## src/rtl/rt_pkg.sv

```systemverilog
// Shared types and constants for the reaction timer: FSM states, BCD digit type,
// blank code and the LFSR seed/taps used for the random pre-GO wait.
package rt_pkg;

    typedef enum logic [2:0] {
        ST_IDLE  = 3'd0,
        ST_ARMED = 3'd1,
        ST_RUN   = 3'd2,
        ST_DONE  = 3'd3,
        ST_FAULT = 3'd4
    } state_t;

    typedef logic [3:0] digit_t;

    localparam digit_t      BCD_BLANK = 4'hF;
    localparam logic [15:0] LFSR_SEED = 16'hACE1;
    // Taps at positions 16, 14, 13 and 11 (bits 15, 13, 12, 10).
    localparam logic [15:0] LFSR_TAPS = 16'hB400;

    function automatic logic [15:0] lfsr_next(input logic [15:0] s);
        return {s[14:0], ^(s & LFSR_TAPS)};
    endfunction

endpackage

```

## src/rtl/bcd_digit.sv

```systemverilog
// One decade counter for the live reaction count. Resets to the blank code;
// blank overrides clear, clear overrides increment.
module bcd_digit
    import rt_pkg::*;
(
    input  logic   CLK,
    input  logic   RST_N,
    input  logic   clr,
    input  logic   blank,
    input  logic   inc,
    output digit_t q,
    output logic   carry
);

    digit_t digit_q;
    digit_t digit_d;

    always_comb begin
        digit_d = digit_q;
        if (blank) begin
            digit_d = BCD_BLANK;
        end else if (clr) begin
            digit_d = 4'd0;
        end else if (inc) begin
            digit_d = (digit_q == 4'd9) ? 4'd0 : digit_q + 4'd1;
        end
    end

    always_ff @(posedge CLK) begin
        if (!RST_N) begin
            digit_q <= BCD_BLANK;
        end else begin
            digit_q <= digit_d;
        end
    end

    assign q     = digit_q;
    assign carry = inc & (digit_q == 4'd9);

endmodule

```

## src/rtl/reaction_timer_core.sv

```systemverilog
// Reaction timer measurement engine: random wait, GO lamp, ms BCD count, best score.
// Optional false-start detection is built when RT_FALSE_START_EN is defined.
//
// state | meaning
// IDLE  | after reset, no round played yet
// ARMED | random pre-GO wait counting down in ms
// RUN   | GO lamp on, live count incrementing every ms
// DONE  | count frozen (stop or saturation), best score compared once
// FAULT | stop pressed before GO (false-start build only)
module reaction_timer_core
    import rt_pkg::*;
#(
    parameter int TICK_DIV     = 50000,
    parameter int NDIG         = 4,
    parameter int MIN_DELAY_MS = 1000,
    parameter int RAND_BITS    = 11
) (
    input  logic              CLK,
    input  logic              RST_N,
    input  logic              START,
    input  logic              STOP,
    output logic [4*NDIG-1:0] BCD,
    output logic [4*NDIG-1:0] HIGH,
    output logic              LED,
    output logic              EN,
    output logic              TOO_SOON,
    output logic              OVERFLOW
);

    localparam int TC_W  = (TICK_DIV > 1) ? $clog2(TICK_DIV) : 1;
    localparam int DLY_W = $clog2(MIN_DELAY_MS + 2**RAND_BITS) + 1;

    state_t             state_q, state_d;
    logic [15:0]        lfsr_q, lfsr_d;
    logic [TC_W-1:0]    tick_q, tick_d;
    logic [DLY_W-1:0]   delay_q, delay_d;
    logic [4*NDIG-1:0]  high_q, high_d;
    logic               led_q, led_d;
    logic               en_q, en_d;
    logic               ovf_q, ovf_d;
    logic               cmp_q, cmp_d;

    logic [4*NDIG-1:0]  bcd_w;
    logic [NDIG-1:0]    dig_inc;
    logic [NDIG-1:0]    dig_carry;
    logic               dig_clr;
    logic               dig_blank;
    logic               inc0;
    logic               tick;
    logic               all9;
    logic               bcd_lt;
    logic               decided;
    logic               unused_carry;

`ifdef RT_FALSE_START_EN
    logic               ts_q, ts_d;
`endif

    assign tick         = (tick_q == TC_W'(TICK_DIV - 1));
    assign all9         = (bcd_w == {NDIG{4'h9}});
    assign unused_carry = dig_carry[NDIG-1];

    // Packed BCD compare from the most significant digit down.
    always_comb begin
        bcd_lt  = 1'b0;
        decided = 1'b0;
        for (int i = NDIG - 1; i >= 0; i--) begin
            if (!decided && (bcd_w[4*i +: 4] != high_q[4*i +: 4])) begin
                decided = 1'b1;
                bcd_lt  = (bcd_w[4*i +: 4] < high_q[4*i +: 4]);
            end
        end
    end

    always_comb begin
        state_d   = state_q;
        lfsr_d    = lfsr_next(lfsr_q);
        tick_d    = tick_q;
        delay_d   = delay_q;
        high_d    = high_q;
        led_d     = led_q;
        en_d      = en_q;
        ovf_d     = ovf_q;
        cmp_d     = 1'b0;
        dig_clr   = 1'b0;
        dig_blank = 1'b0;
        inc0      = 1'b0;
`ifdef RT_FALSE_START_EN
        ts_d      = ts_q;
`endif

        if (state_q == ST_ARMED || state_q == ST_RUN) begin
            tick_d = tick ? '0 : tick_q + 1'b1;
        end

        case (state_q)
            ST_ARMED: begin
`ifdef RT_FALSE_START_EN
                if (STOP) begin
                    state_d   = ST_FAULT;
                    ts_d      = 1'b1;
                    dig_blank = 1'b1;
                    led_d     = 1'b0;
                    en_d      = 1'b0;
                end else
`endif
                if (tick) begin
                    if (delay_q <= DLY_W'(1)) begin
                        state_d = ST_RUN;
                        led_d   = 1'b1;
                        en_d    = 1'b1;
                        tick_d  = '0;
                    end else begin
                        delay_d = delay_q - 1'b1;
                    end
                end
            end
            ST_RUN: begin
                // Stop beats a coincident tick so the shown time is what was seen.
                if (STOP) begin
                    state_d = ST_DONE;
                    led_d   = 1'b0;
                    cmp_d   = 1'b1;
                end else if (tick) begin
                    if (all9) begin
                        state_d = ST_DONE;
                        led_d   = 1'b0;
                        ovf_d   = 1'b1;
                        cmp_d   = 1'b1;
                    end else begin
                        inc0 = 1'b1;
                    end
                end
            end
            default: begin
                if (START) begin
                    state_d = ST_ARMED;
                    dig_clr = 1'b1;
                    ovf_d   = 1'b0;
                    led_d   = 1'b0;
                    en_d    = 1'b0;
                    tick_d  = '0;
                    delay_d = DLY_W'(MIN_DELAY_MS) + DLY_W'(lfsr_q[RAND_BITS-1:0]);
`ifdef RT_FALSE_START_EN
                    ts_d    = 1'b0;
`endif
                end
            end
        endcase

        // First DONE cycle: keep the lower score; a saturated count never qualifies.
        if (cmp_q && !ovf_q && ((high_q == '1) || bcd_lt)) begin
            high_d = bcd_w;
        end
    end

    always_ff @(posedge CLK) begin
        if (!RST_N) begin
            state_q <= ST_IDLE;
            lfsr_q  <= LFSR_SEED;
            tick_q  <= '0;
            delay_q <= '0;
            high_q  <= {NDIG{BCD_BLANK}};
            led_q   <= 1'b0;
            en_q    <= 1'b0;
            ovf_q   <= 1'b0;
            cmp_q   <= 1'b0;
`ifdef RT_FALSE_START_EN
            ts_q    <= 1'b0;
`endif
        end else begin
            state_q <= state_d;
            lfsr_q  <= lfsr_d;
            tick_q  <= tick_d;
            delay_q <= delay_d;
            high_q  <= high_d;
            led_q   <= led_d;
            en_q    <= en_d;
            ovf_q   <= ovf_d;
            cmp_q   <= cmp_d;
`ifdef RT_FALSE_START_EN
            ts_q    <= ts_d;
`endif
        end
    end

    for (genvar g = 0; g < NDIG; g++) begin : g_dig
        if (g == 0) begin : g_lsd
            assign dig_inc[g] = inc0;
        end else begin : g_upper
            assign dig_inc[g] = dig_carry[g-1];
        end

        bcd_digit u_dig (
            .CLK   (CLK),
            .RST_N (RST_N),
            .clr   (dig_clr),
            .blank (dig_blank),
            .inc   (dig_inc[g]),
            .q     (bcd_w[4*g +: 4]),
            .carry (dig_carry[g])
        );
    end

    assign BCD      = bcd_w;
    assign HIGH     = high_q;
    assign LED      = led_q;
    assign EN       = en_q;
    assign OVERFLOW = ovf_q;
`ifdef RT_FALSE_START_EN
    assign TOO_SOON = ts_q;
`else
    assign TOO_SOON = 1'b0;
`endif

endmodule

```

## config.mk

```make
export PLATFORM = sky130hd
export DESIGN_NAME = reaction_timer_core
export DESIGN_NICKNAME = d
export VERILOG_FILES = /design/src/rtl/rt_pkg.sv /design/src/rtl/bcd_digit.sv /design/src/rtl/reaction_timer_core.sv
export SDC_FILE = /design/constraint.sdc
export NUM_CORES = 1
export LEC_CHECK = 0
export CAP_MARGIN = 20
export CORE_ASPECT_RATIO = 0.9
export CORE_MARGIN = 3
export CORE_UTILIZATION = 30
export DETAILED_ROUTE_END_ITERATION = 10
export PLACE_DENSITY_LB_ADDON = 0.08
export SLEW_MARGIN = 30
export SYNTH_ARGS = -nofsm -noshare
export SYNTH_HDL_FRONTEND = slang
export SYNTH_HIERARCHICAL = 1
export SYNTH_SLANG_ARGS = --single-unit
export TNS_END_PERCENT = 5
```

## constraint.sdc

```tcl
create_clock -name CLK -period 5.28 [get_ports CLK]
set_input_delay 1.056 -clock CLK [delete_from_list [all_inputs] [get_ports CLK]]
set_output_delay 1.056 -clock CLK [all_outputs]
set_load 0.005 [all_outputs]
```

Fig. 1: met1 routing
Supply wires on this layer in gray. Cells faint in the background.
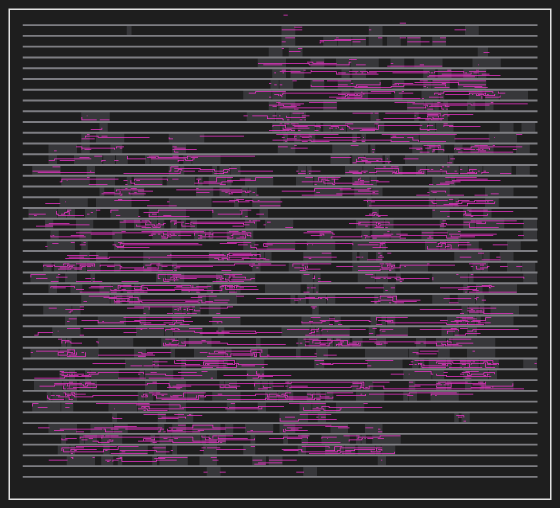
longest straight run	35.4 um
wire length on this layer	5530 um
nets with wire on the layer	544

==> results_dict.tcl <==
# flow metrics
set metrics [dict create \
    path_cells "clkdlybuf4s50_1 -> nand2b_1 -> nor3b_1 -> nor3b_1 -> nor3b_1 -> nor3b_1 -> nand2_1 -> nor3b_1 -> a21oi_1 -> o21ai_1" \
    cts.htree.levels 3 \
    cts.sinks 83 \
    drt_first_pass_iters 4 \
    numCtsBuffers 9 \
    busiest_layer "met2" \
    grt_pass1_wl_um 19200 \
    grt_use_total_pct 14.7 \
    critPathMaxFanout 4 \
    cts_setup_buffers 0 \
    outcome "finished, final reports clean" \
    ir_worst_vdd_mv 0.197 \
    wl_per_cell_um 15.4 \
    nMultiInputCombCells 390 \
    yosys_warnings 6 \
    grt_max_degree 34 \
    cts.path.max_buffers 2 \
    combPwrFrac_pct 33.0 \
    setup_violations 0 \
    met3_usage_pct 4.27 \
    hold_path_class "reg -> reg" \
    finalInstanceArea_um2 5540 \
    seq_area_um2 1660 \
    cts.repair.resized 0 \
    die_h_um 124 \
    ios 40 \
    arrival_ns 3.80 \
    sw_frac_of_total_pct 34.2 \
    comb_share_pct 49.7 \
    drv_cap 0 \
    path_common_cell "nor3b_1" \
    period_used_pct 66.8 \
    netlist_area_um2 4600 \
    num_vias 3769 \
    antenna_found_initial 0 \
    hold_slack_ns 0.411 \
    num-nonclk-inverters 26 \
    final.setup.tns_ns 0 \
    place_hpwl_um 8220 \
    cts_tree "yes" \
    antenna_cells 0 \
    drive_gt1_share_pct 9.35 \
    tool_warnings 33 \
    drcViolationCount 0 \
    power_density_nw_per_um2 440 \
    max_slew.worst_pin.slew_ns 0.726 \
    gr-total-overflow 0 \
    relSlewSlack_pct 51.6 \
    nets 586 \
    dominant_cells "combinational gates" \
    ant_nets 0 \
    clk_pin_slew_ns 0.06 \
    use_met2_pct 23.6 \
    layout.area.comb_um2 2760 \
    p_leak_nw 2.26 \
    power_frac_clock_pct 32.6 \
    clkCellAreaFrac_pct 6.80 \
    max_freq_ghz 0.283 \
    viasPerCell 5.00 \
    cts_root_buffer "clkbuf_16" \
    syn-instance-count 511 \
    total_power_w 0.00244 \
    buf_share_pct 7.27 \
    met1_usage_pct 18.9 \
    cp_num_buf_inv 1 \
    cp_slowest_stage_delay_ns 0.43 \
    fin_crit_ns 3.53 \
    dieArea_um2 16900 \
    required_ns 5.56 \
    cts_hold_buf 0 \
    initial_core_util_pct 31.0 \
    port_buffers 38 \
    final_util_pct 37.3 \
    clockBufferCount 12 \
    seqPwrFrac_pct 34.4 \
    critPathCaptureType "flip-flop" \
    path_class "in -> reg" \
    dpl_cell_area_um2 5160 \
    grt_pass1_vias 3645 \
    n_all_buffers 41 \
    wirelength_um 11600 \
    gp_congestion 0.735 \
    report.final.slew_viol_count 0 \
    syn2layout_area_growth_pct 20.4 \
    tap-cell-count 198 \
    cp_top_family "simple AND/OR/NAND/NOR gates" \
    die_w_um 137 \
    rows 42 \
    seq_area_share_pct 30.0 \
    ff_count 83 \
    clock_skew_ns 0.00745 \
    hold_violations 0 \
    cpMaxStageDelayCell "nor3b_1" \
    p_switching_w 0.000832 \
    nFillCells 1517 \
    drt_iter0_drc 206 \
    rsz0062_at_grt "no" \
    internal-power_w 0.00160 \
    core_um2 14900 \
    avgSynthCellArea_um2 9.01 \
    start_kind "input pin" \
    clock.latency.late_pin_ns 0.35 \
]
Fig. 2: sequential cells grouped by signal name
Other sequential cells in the stronger gray, the rest of the logic in the fainter gray.
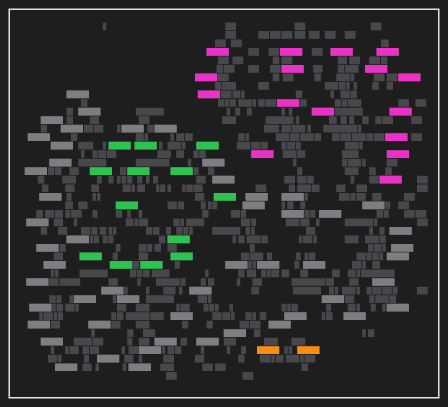
color	netlist name	placed flops
orange	state_q	2
magenta	HIGH	16
green	delay_q	13
not colored	52

==> cell usage in the layout, fill, tap and decap left out, types with 4 or more instances in the layout <==
cell and n:
bufinv_16 4, nand2b_1 20, mux2i_1 5, nand2_2 4
xnor2_1 7, a221o_1 12, o21ai_0 11, clkbuf_16 9
a211oi_1 6, nor3b_1 9, and2_1 18, conb_1 9
nor4_1 9, o21ai_2 9, nor4bb_1 4, a211o_1 5
ha_1 31, a31oi_1 4, nand3_1 14, a21oi_1 25
and2b_2 4, o21ai_1 9, nor2_1 38, nand2_1 30
inv_1 25, o211ai_1 6, nand4_1 9, xor2_1 23
clkdlybuf4s50_1 38, dfxtp_1 83, and2_0 6, nor2b_1 8
and3_1 6, nor3_1 8
==> layer usage <==
layer	routed length [um]	share of wire [%]
met2	5630	48
met5	0	0
met1	5530	48
met4	149	1.3
met3	328	2.8
==> power groups by stage <==
| stage | Clock, W | Combinational (W) | Sequential, W |
|---|---|---|---|
| after floorplan | 0 | 0.000604 | 0.000810 |
| after global placement | 0 | 0.000796 | 0.000852 |
| final | 0.000795 | 0.000804 | 0.000837 |
| after CTS | 0.000826 | 0.000811 | 0.000839 |
| after global routing | 0.000847 | 0.000910 | 0.000852 |
| after detailed placement | 0 | 0.000806 | 0.000852 |
==> per-stage QoR <==
stage	worst slack [ns]	std cells
after global placement	1.46	738
final	1.75	754
after detailed placement	1.35	738
after global routing	1.36	754
after CTS	1.72	754
after floorplan	2.30	519
==> final timing paths <==
kind | depth (start not counted) | endpoint | start | slack, ns
min reg2reg | 1 | lfsr_q[15] | lfsr_q[14] | 0.41
min | 1 | lfsr_q[15] | lfsr_q[14] | 0.41
max | 10 | g_dig[3].u_dig/q[2] | STOP | 1.75
max reg2reg | 11 | g_dig[3].u_dig/q[2] | state_q[0] | 2.10
Power is estimated from default activity; no workload was simulated.
